**Run 1: ports around the boundary**

(4 px per micron) Pins as bars across the die edge, other pins in gray.
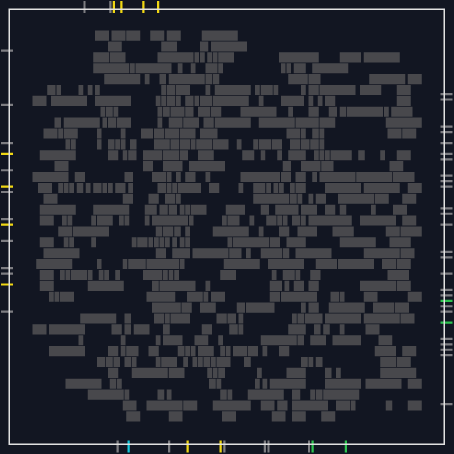
**Run 1: nets reached from selected ports**

(2 px per micron)
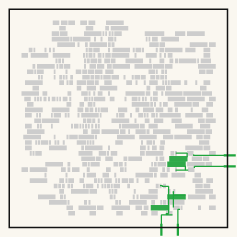
**Run 1: signal wires on met2**

(4 px per micron)
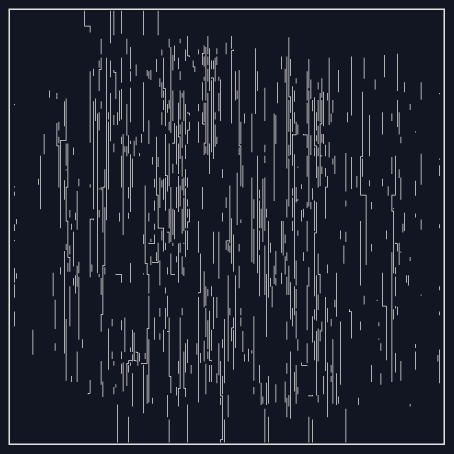
**Run 1: signal wires by layer**

(2 px per micron) Only two layers are drawn.
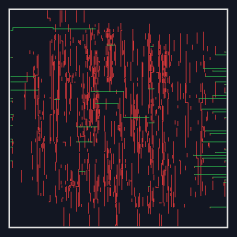
## src/rtl/jtpopeye_objdma_if.sv

```systemverilog
// rtl/jtpopeye_objdma_if.sv - CPU bus request/ack, source RAM and destination bank signals of the object DMA
interface jtpopeye_objdma_if #(
  parameter int AW    = 10,
  parameter int DW    = 8,
  parameter int BANKS = 4,
  parameter int LW    = 8
);
  logic             busak_n;
  logic [DW-1:0]    din;
  logic             busrq_n;
  logic [AW-1:0]    addr;
  logic             addr_oe;
  logic [DW-1:0]    dm_dout;
  logic [LW-1:0]    dm_addr;
  logic [BANKS-1:0] dm_cs;

  modport master (
    input  busak_n, din,
    output busrq_n, addr, addr_oe, dm_dout, dm_addr, dm_cs
  );

  modport slave (
    output busak_n, din,
    input  busrq_n, addr, addr_oe, dm_dout, dm_addr, dm_cs
  );
endinterface

```

## src/rtl/jtpopeye_objdma.sv

```systemverilog
// rtl/jtpopeye_objdma.sv - object RAM DMA: on vblank, grabs the CPU bus and copies LEN*BANKS words
// into BANKS destination banks, two cen cycles (ADDR, WRITE) per word.
module jtpopeye_objdma #(
  parameter int AW    = 10,
  parameter int DW    = 8,
  parameter int BANKS = 4,
  parameter int LEN   = 256,
  parameter int LW    = 8
) (
  input  logic              clk,
  input  logic              rst_n,
  input  logic              cen,
  input  logic              vb,
  input  logic              enable,
  input  logic [AW-1:0]     base,
  output logic              busy,
  output logic              done,
  jtpopeye_objdma_if.master bus
);
  localparam int            KW     = (BANKS > 1) ? $clog2(BANKS) : 1;
  localparam logic [KW-1:0] K_LAST = KW'(BANKS - 1);
  localparam logic [LW-1:0] E_LAST = LW'(LEN - 1);

  typedef enum logic [2:0] {IDLE, REQ, ADDR, WRITE, REL} state_t;

  state_t           r_state;
  logic             r_vb;
  logic             r_armed;
  logic             r_abort;
  logic [AW-1:0]    r_base;
  logic [LW-1:0]    r_e;
  logic [KW-1:0]    r_k;
  logic             r_busrq_n;
  logic [AW-1:0]    r_addr;
  logic             r_addr_oe;
  logic [DW-1:0]    r_dm_dout;
  logic [LW-1:0]    r_dm_addr;
  logic [BANKS-1:0] r_dm_cs;
  logic             r_busy;
  logic             r_done;

  logic             w_trig;
  logic             w_last;
  logic [KW-1:0]    w_k_nxt;
  logic [LW-1:0]    w_e_nxt;
  logic [AW-1:0]    w_addr_nxt;

  // r_armed needs one sampled vb=0 after reset, so vb held high across reset never counts as an edge
  assign w_trig     = vb & ~r_vb & r_armed & enable;
  assign w_last     = (r_e == E_LAST) && (r_k == K_LAST);
  assign w_k_nxt    = (r_k == K_LAST) ? '0 : r_k + 1'b1;
  assign w_e_nxt    = (r_k == K_LAST) ? r_e + 1'b1 : r_e;
  assign w_addr_nxt = r_base + AW'(w_e_nxt) * AW'(BANKS) + AW'(w_k_nxt);

  always_ff @(posedge clk or negedge rst_n) begin
    if (!rst_n) begin
      r_state   <= IDLE;
      r_vb      <= 1'b0;
      r_armed   <= 1'b0;
      r_abort   <= 1'b0;
      r_base    <= '0;
      r_e       <= '0;
      r_k       <= '0;
      r_busrq_n <= 1'b1;
      r_addr    <= '0;
      r_addr_oe <= 1'b0;
      r_dm_dout <= '0;
      r_dm_addr <= '0;
      r_dm_cs   <= '0;
      r_busy    <= 1'b0;
      r_done    <= 1'b0;
    end else if (cen) begin
      r_vb    <= vb;
      r_armed <= r_armed | ~vb;
      r_done  <= 1'b0;
      case (r_state)
        IDLE: begin
          if (w_trig) begin
            r_base    <= base;
            r_e       <= '0;
            r_k       <= '0;
            r_abort   <= 1'b0;
            r_busrq_n <= 1'b0;
            r_busy    <= 1'b1;
            r_state   <= REQ;
          end
        end
        REQ: begin
          if (!enable) begin
            r_busrq_n <= 1'b1;
            r_busy    <= 1'b0;
            r_state   <= IDLE;
          end else if (!bus.busak_n) begin
            r_addr    <= r_base;
            r_addr_oe <= 1'b1;
            r_state   <= ADDR;
          end
        end
        ADDR: begin
          if (bus.busak_n) begin
            r_busrq_n <= 1'b1;
            r_addr_oe <= 1'b0;
            r_state   <= REL;
          end else begin
            r_dm_dout <= bus.din;
            r_dm_addr <= r_e;
            r_dm_cs   <= BANKS'(1) << r_k;
            r_abort   <= ~enable;
            r_state   <= WRITE;
          end
        end
        WRITE: begin
          r_dm_cs <= '0;
          // an enable drop seen in ADDR still lets this word finish before releasing
          if (bus.busak_n || !enable || r_abort || w_last) begin
            r_busrq_n <= 1'b1;
            r_addr_oe <= 1'b0;
            r_state   <= REL;
          end else begin
            r_e     <= w_e_nxt;
            r_k     <= w_k_nxt;
            r_addr  <= w_addr_nxt;
            r_state <= ADDR;
          end
        end
        REL: begin
          if (bus.busak_n) begin
            r_done  <= 1'b1;
            r_busy  <= 1'b0;
            r_state <= IDLE;
          end
        end
        default: r_state <= IDLE;
      endcase
    end
  end

  assign bus.busrq_n = r_busrq_n;
  assign bus.addr    = r_addr;
  assign bus.addr_oe = r_addr_oe;
  assign bus.dm_dout = r_dm_dout;
  assign bus.dm_addr = r_dm_addr;
  assign bus.dm_cs   = r_dm_cs;
  assign busy        = r_busy;
  assign done        = r_done;
endmodule

```

## src/flat_wrapper.sv

```systemverilog
// flat-port wrapper written by rule: the top's interface ports become plain ports
module jtpopeye_objdma_flat 
#(
  parameter int AW    = 10,
  parameter int DW    = 8,
  parameter int BANKS = 4,
  parameter int LEN   = 256,
  parameter int LW    = 8
)
  (clk, rst_n, cen, vb, enable, base, busy, done, bus_busak_n, bus_din, bus_busrq_n, bus_addr, bus_addr_oe, bus_dm_dout, bus_dm_addr, bus_dm_cs);
  jtpopeye_objdma_if #(.AW(AW), .DW(DW), .BANKS(BANKS), .LW(LW)) bus_i ();
  input  logic clk;
  input  logic rst_n;
  input  logic cen;
  input  logic vb;
  input  logic enable;
  input  logic [AW-1:0] base;
  output logic busy;
  output logic done;
  input wire logic [$bits(bus_i.busak_n)-1:0] bus_busak_n;
  input wire logic [$bits(bus_i.din)-1:0] bus_din;
  output wire logic [$bits(bus_i.busrq_n)-1:0] bus_busrq_n;
  output wire logic [$bits(bus_i.addr)-1:0] bus_addr;
  output wire logic [$bits(bus_i.addr_oe)-1:0] bus_addr_oe;
  output wire logic [$bits(bus_i.dm_dout)-1:0] bus_dm_dout;
  output wire logic [$bits(bus_i.dm_addr)-1:0] bus_dm_addr;
  output wire logic [$bits(bus_i.dm_cs)-1:0] bus_dm_cs;
  assign bus_i.busak_n = bus_busak_n;
  assign bus_i.din = bus_din;
  assign bus_busrq_n = bus_i.busrq_n;
  assign bus_addr = bus_i.addr;
  assign bus_addr_oe = bus_i.addr_oe;
  assign bus_dm_dout = bus_i.dm_dout;
  assign bus_dm_addr = bus_i.dm_addr;
  assign bus_dm_cs = bus_i.dm_cs;
  jtpopeye_objdma #(.AW(AW), .DW(DW), .BANKS(BANKS), .LEN(LEN), .LW(LW)) u_core (.clk(clk), .rst_n(rst_n), .cen(cen), .vb(vb), .enable(enable), .base(base), .busy(busy), .done(done), .bus(bus_i));
endmodule
```

## config.mk

```make
export PLATFORM = sky130hd
export DESIGN_NAME = jtpopeye_objdma_flat
export DESIGN_NICKNAME = d
export VERILOG_FILES = /design/src/rtl/jtpopeye_objdma_if.sv /design/src/rtl/jtpopeye_objdma.sv /design/src/flat_wrapper.sv
export SDC_FILE = /design/constraint.sdc
export NUM_CORES = 1
export LEC_CHECK = 0
export ABC_AREA = 1
export CELL_PAD_IN_SITES_DETAIL_PLACEMENT = 0
export CELL_PAD_IN_SITES_GLOBAL_PLACEMENT = 1
export CORE_MARGIN = 5
export CORE_UTILIZATION = 36
export DETAILED_ROUTE_END_ITERATION = 6
export PLACE_DENSITY_LB_ADDON = 0.15
export SYNTH_ARGS = -nofsm -noshare
export SYNTH_HDL_FRONTEND = slang
export SYNTH_SLANG_ARGS = --single-unit
```

## constraint.sdc

```tcl
create_clock -name clk -period 2.1 [get_ports clk]
set_input_delay 0.21 -clock clk [delete_from_list [all_inputs] [get_ports clk]]
set_output_delay 0.21 -clock clk [all_outputs]
set_load 0.02 [all_outputs]
```

==> out/summary.txt, run 1 <==
status - complete, but fails checks
failing checks - setup timing
buffers inserted by post-CTS timing repair - 2
clk latency late pin - 0.35 ns
clock sink count - 60
worst IR drop on VDD - 0.539 mV
Multiplexer share - 8.08%
delay-heaviest family, CP - simple AND/OR/NAND/NOR gates
worst stage delay on the critical path - 0.36 ns
switching share of total power - 40.0%
Pint - 3.50 mW
Via-to-Cell Ratio - 4.59
slack of the critical path - -0.115 ns
PwrDens - 1170 mW/mm^2
Final Power - 5.82 mW
Max Cap Viol - 0
Syn Std Cell Area - 0.00349 sq mm
CTS root buf - clkbuf_8
P_sw - 2.33 mW
top cell category - combinational gates
met3 usage - 3.16%
layout cells sized above 1 - 32.9%
Worst EP arrival - 2.45 ns
clock skew - 0.0138 ns
top cells by count - nand2_1 (115), dfrtp_1 (59), inv_1 (35), nand3_1 (20), nor2_1 (20)
Worst-Margin Slew - 0.563 ns
Clk pin slew, worst setup/hold paths - 0.07 ns
TritonRoute pass-1 iters - 4
clk pwr - 1.10 mW
Yosys reg bits - 60
main logic family after synthesis - simple AND/OR/NAND/NOR gates
Buf+Inv Stages, Crit Path - 1
post-synthesis sequential area ratio - 43.1%
Min-Delay Path Class - in2async
yosys stat area - 0.00349 sq mm
syn avg cell area - 8.92 sq um
Signal buffers - 98
Iter 0 DRT Violations - 116
Post-synth EDFFs - 0
Final Hold Fails - 0
post-synth net total - 431
and+or+nand+nor area frac - 24.8%
wl on met1 - 4.48 mm
Commonest flop - dfrtp_1
gr ovfl total - 0
post-cts hold buffer count - 1
Startpoint Class - flip-flop
met1 Resource Use GR - 22.7%
num sequential - 60
Top Consumer - combinational cells
Worst EP required - 2.34 ns
Yosys Instances - 391
Sequential Area - 0.00150 sq mm
chip area - 0.0118 sq mm
Tcrit/Tclk final - 105%
Yosys top cell by area - dfrtp_1
initial antenna violation count - 0
Comb group - 2.89 mW
Inserted Clock Buffers - 9
area delta synth->final - 43.1%
core area - 0.00959 sq mm
GPL Wtd Cong - 0.822
logic share of the area - 40.9%
met3 WL - 352 microns
f_max - 451 MHz
Pins Over Slew Limit - 0
worst path cell trace - ha_2, inv_2, nor3_4, nand2_2, xnor2_4, ha_4, nand2_4, a21oi_2, nor2_2, nand3_2, nand2_2, nand4_1, nand3_1, nand2_1
number of well taps - 133
Cell Area, Placed - 0.00445 sq mm
Final Non-Filler Cells - 628
met2 routed WL - 3.64 mm
drt drc - 0
Top Layout Cells - nand2_1 (102), dfrtp_1 (59), clkdlybuf4s50_1 (56)
xor+xnor area frac - 1.51%
Util after Layout - 52.0%
count of cell types in the netlist - 43
Setup crit end kind - flip-flop
fa+ha+maj area frac - 5.96%
Clock-cell share - 4.06%
Post-Synthesis Cells - 391
Top-area cell share - 42.4%
cell with the most instances after synthesis - nand2_1
worst relative slew slack - 62.5%
Flop pwr share - 31.5%
Setup-failing EPs final - 2
Worst Path Max Fanout - 4
first-pass GRT wire length - 14.5 mm
clk buf depth - 2
WS Path Type - reg2reg
Post-CTS Resized - 27
synth warn - 0
DPL Wire Length - 6.21 mm
final instance area - 0.00499 sq mm
asr flop ratio synth - 100%
Cell area leaders - dfrtp_1 (42%), nand2_1 (12%), ha_1 (5.4%), mux2_4 (5.2%), inv_1 (3.8%)
Fin Hold WS - 0.391 ns
post-place setup slack - -0.163 ns
htree depth - 3
Final nets - 530
slowest CP cell - dfrtp_1
aoi share - 9.48%
CLK BUF - 12
unrepaired setup endpoints after global routing - yes
Static Leak - 2.40 nW
total negative slack - -0.187 ns
pin count of the biggest net entering global routing - 39
most frequent logic cell in the layout - nand2_1
CTS tree - yes
std cell rows - 36
Floorplan Utilization - 36.3%
P_seq - 1.84 mW
count of antenna-violating nets left after detailed routing - 0
vias in the first global route - 2891
Diodes inserted - 0
GR peak layer - met2
tool warning count - 33
## Picture notes: 'ports around the boundary'
Yellow stands for base, pins 10, direction input, edge 4 west, 4 north, 2 south. Green stands for bus_dm_cs, pins 4, direction output, edge 2 south, 2 east. Cyan stands for enable, pins 1, direction input, edge south.
All pins by edge: 27 east, 14 west, 11 south, 6 north.
die height: 108 microns
Port Buffers: 57
chip width: 108 microns

## Picture notes: 'nets reached from selected ports'
Green stands for bus_dm_cs, direction output, edge 2 south, 2 east, end cells 4, buffers 4, wire 103 microns.
IO Pins: 58

## Picture notes: 'signal wires on met2'
The longest straight run is 40.5 microns. The layer holds 42% of the routed length.
met2 Resource Use GR: 23.1%
via count of the routed design: 2882
WL final: 8.62 mm

## Picture notes: 'signal wires by layer'
Green stands for met3, wire length 353 microns. Red stands for met2, wire length 3640 microns.
routed length per placed instance: 13.7 microns
GRT Resource Usage Total: 15.8%

==> run 1: path summary, 6_finish.rpt <==
check	cells past startpoint	slack, ns	start	endpoint
worst max-delay path	14	-0.12	u_core.r_e[1]$_DFFE_PN0P_	u_core.bus.addr[9]$_DFFE_PN0P_
worst min-delay path	2	0.39	rst_n	u_core.r_vb$_DFFE_PN0P_
worst max register to register	14	-0.12	u_core.r_e[1]$_DFFE_PN0P_	u_core.bus.addr[9]$_DFFE_PN0P_
worst min register to register	2	0.48	u_core.bus.dm_addr[2]$_DFFE_PN0P_	u_core.bus.dm_addr[2]$_DFFE_PN0P_
max in group asynchronous	3	1.11	rst_n	u_core.bus.addr[9]$_DFFE_PN0P_
min in group clk	3	0.43	base[9]	u_core.r_base[9]$_DFFE_PN0P_
**Run 1: cell outlines without signal wires**

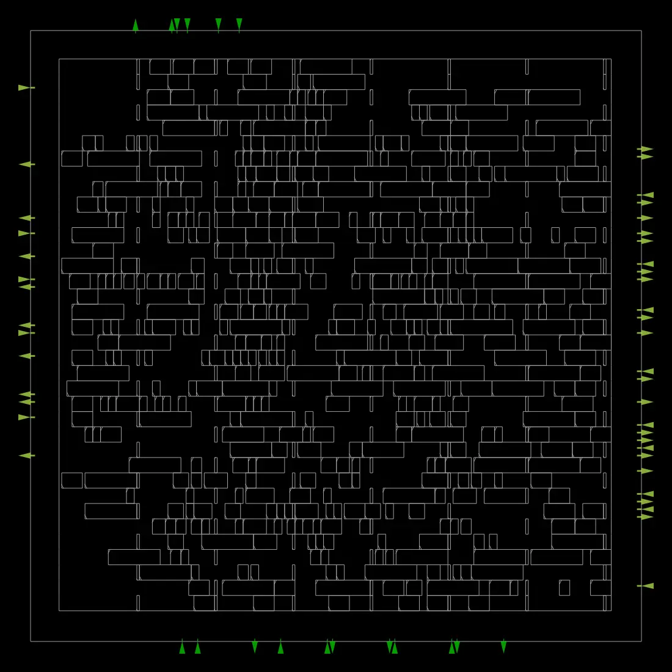

--- run 2 (diff from run 1) ---
CORE_UTILIZATION = 44   (was 36)
GPL_TIMING_DRIVEN = 0   (was default)
SKIP_CTS_REPAIR_TIMING = 1   (was default)
clock period = 2.66 ns   (was 2.1 ns; I/O delays follow)
**Run 2: cell outlines without signal wires**

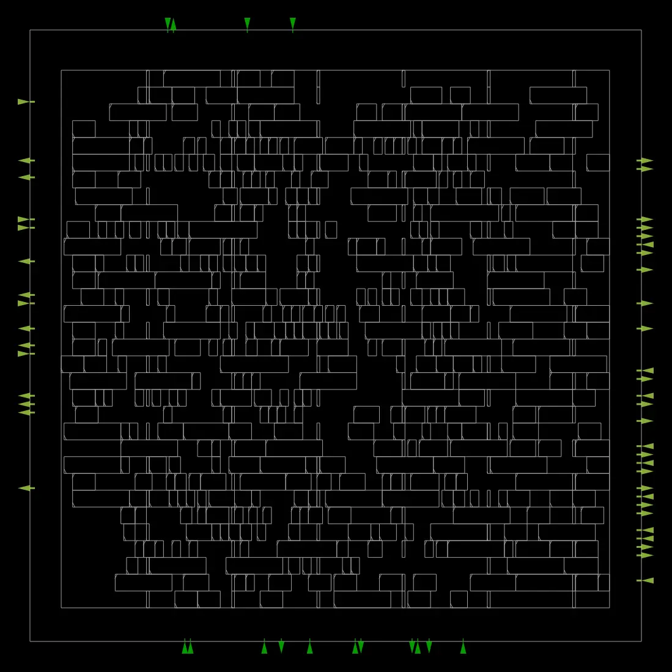
Fillers: 706
num sequential: 60
Util after Layout: 57.9%
core area: 0.00773 sq mm
number of well taps: 102

**Run 2: ports around the boundary**

(4 px per micron) Pins as bars across the die edge, other pins in gray.
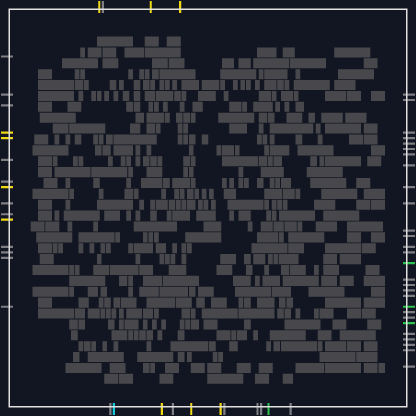
Green stands for bus_dm_cs, pins 4, direction output, edge 3 east, 1 south. Cyan stands for enable, pins 1, direction input, edge south. Yellow stands for base, pins 10, direction input, edge 4 west, 3 south, 3 north.
All pins by edge: 28 east, 15 west, 11 south, 4 north.
Port Buffers: 56
chip width: 99.0 microns
die height: 99.0 microns

==> run 2 against run 1 <==
The flow finishes with violations (hold timing). Clock power fell by 5%. Critical path type unchanged. Sequential cell count did not move. Non-clock buffer count fell by 29. Critical path depth rose by 2. Synthesized cell count did not move. Synthesized area did not move.
==> out/summary.txt, run 2 <==
status - complete, but fails checks
failing checks - hold timing
Top Consumer - combinational cells
cell with the most instances after synthesis - nand2_1
IO Pins - 58
worst stage delay on the critical path - 0.40 ns
xor+xnor area frac - 1.51%
slack of the critical path - 0.159 ns
Worst EP required - 2.89 ns
Top Layout Cells - nand2_1 (115), dfrtp_1 (59), clkdlybuf4s50_1 (55)
final instance area - 0.00447 sq mm
switching share of total power - 37.9%
tool warning count - 30
clk latency late pin - 0.35 ns
Final nets - 501
count of antenna-violating nets left after detailed routing - 0
met2 routed WL - 3.29 mm
clock skew - 0.0128 ns
chip area - 0.00980 sq mm
worst path cell trace - ha_2, nand2_1, nor2_2, nand3_1, xor2_1, inv_1, ha_1, nand2_1, nor2_1, nand3_1, nand3_1, nand2_1, nand3_1, nand2_1, nand3_1, nand2_1
top cells by count - nand2_1 (115), dfrtp_1 (59), inv_1 (35), nand3_1 (20), nor2_1 (20)
total negative slack - 0 ns
GPL Wtd Cong - 0.798
CP Capture Point - u_core.bus.addr[9]$_DFFE_PN0P_
gr ovfl total - 0
Iter 0 DRT Violations - 95
Clk pin slew, worst setup/hold paths - 0.07 ns
f_max - 400 MHz
PwrDens - 1000 mW/mm^2
Setup crit end kind - flip-flop
Worst EP arrival - 2.73 ns
logic share of the area - 39.2%
Yosys reg bits - 60
Setup-failing EPs final - 0
Yosys Instances - 391
aoi share - 9.48%
DPL Wire Length - 5.84 mm
Cell area leaders - dfrtp_1 (42%), nand2_1 (12%), ha_1 (5.4%), mux2_4 (5.2%), inv_1 (3.8%)
post-synth net total - 431
met3 usage - 4.25%
GR peak layer - met2
synth warn - 0
CTS tree - yes
first-pass GRT wire length - 13.0 mm
met3 WL - 418 microns
Pins Over Slew Limit - 0
Diodes inserted - 0
htree depth - 3
area delta synth->final - 28.2%
pin count of the biggest net entering global routing - 32
Syn Std Cell Area - 0.00349 sq mm
met2 Resource Use GR - 24.8%
Cell Area, Placed - 0.00419 sq mm
clk buf depth - 2
main logic family after synthesis - simple AND/OR/NAND/NOR gates
Yosys top cell by area - dfrtp_1
initial antenna violation count - 0
Flop pwr share - 31.9%
yosys stat area - 0.00349 sq mm
most frequent logic cell in the layout - nand2_1
beginning of the critical path - u_core.r_k[0]$_DFFE_PN0P_
post-synthesis sequential area ratio - 43.1%
WS Path Type - reg2reg
Crit Reg-Reg Endpoint - u_core.bus.addr[9]$_DFFE_PN0P_
MI comb cells - 278
Static Leak - 2.22 nW
Startpoint Class - flip-flop
met1 Resource Use GR - 23.3%
post-place setup slack - 0.143 ns
Levels on crit path - 16
Clock-cell share - 5.60%
CLK BUF - 12
std cell rows - 32
Sequential Area - 0.00150 sq mm
Post-Synthesis Cells - 391
count of cell types in the netlist - 43
reg-to-reg startpoint - u_core.r_k[0]$_DFFE_PN0P_
Top-area cell share - 42.4%
Final Power - 4.48 mW
clk pwr - 1.04 mW
layout cells sized above 1 - 18.9%
Max Cap Viol - 0
Post-synth EDFFs - 0
Commonest flop - dfrtp_1
dpl cells - 550
CTS root buf - clkbuf_8
top cell category - combinational gates
worst IR drop on VDD - 0.488 mV
and+or+nand+nor area frac - 24.8%
Tcrit/Tclk final - 94.0%
Worst Path Max Fanout - 5
drt drc - 0
Buf+Inv Stages, Crit Path - 1
Worst-Margin Slew - 0.729 ns
Final Non-Filler Cells - 568
delay-heaviest family, CP - simple AND/OR/NAND/NOR gates
Signal buffers - 69
asr flop ratio synth - 100%
P_sw - 1.69 mW
P_seq - 1.43 mW
Min-Delay Path Class - in2async
Inserted Clock Buffers - 9
Worst R2R Setup Slack - 0.16 ns
Via-to-Cell Ratio - 4.79
Logic pwr share - 44.8%
unrepaired setup endpoints after global routing - no
clock sink count - 60
TritonRoute pass-1 iters - 4
syn avg cell area - 8.92 sq um
wl on met1 - 3.99 mm
vias in the first global route - 2659
Fin Hold WS - -0.0179 ns
fa+ha+maj area frac - 5.96%
slowest CP cell - dfrtp_1
Pint - 2.78 mW
Final Hold Fails - 30
Comb group - 2.01 mW
Multiplexer share - 8.08%
Floorplan Utilization - 45.1%
Worst R2R Path Depth - 16
routed length per placed instance - 13.7 microns
worst relative slew slack - 51.4%
**Run 2: signal wires by layer**

(3 px per micron) Only two layers are drawn.
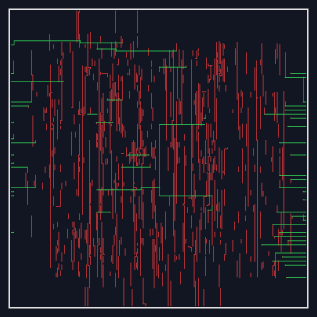
Red stands for met2, wire length 3290 microns. Green stands for met3, wire length 419 microns.
via count of the routed design: 2719
GRT Resource Usage Total: 16.6%
WL final: 7.80 mm

==> run 2: cell types whose count changed in the layout (fill, tap and decap cells not counted), sizes merged <==
| cell | before | now |
|---|---|---|
| buf | 41 | 13 |
| bufinv | 1 | 3 |
| clkbuf | 12 | 13 |
| clkdlybuf4s50 | 56 | 55 |
| clkinv | 2 | 1 |
| clkinvlp | 1 | 0 |
| dlygate4sd3 | 1 | 0 |
==> run 2: cell families (layout without fill, tap and decap cells) <==
kind of cell	Yosys count	in the layout
buffers and inverters	53	128
XOR/XNOR	6	6
multiplexers	21	21
AND-OR/OR-AND	52	52
adder cells (fa/ha/maj)	16	16
flip-flops	60	60
AND/OR/NAND/NOR	183	183
No activity file was given, so power comes from the tool's default toggle rates.
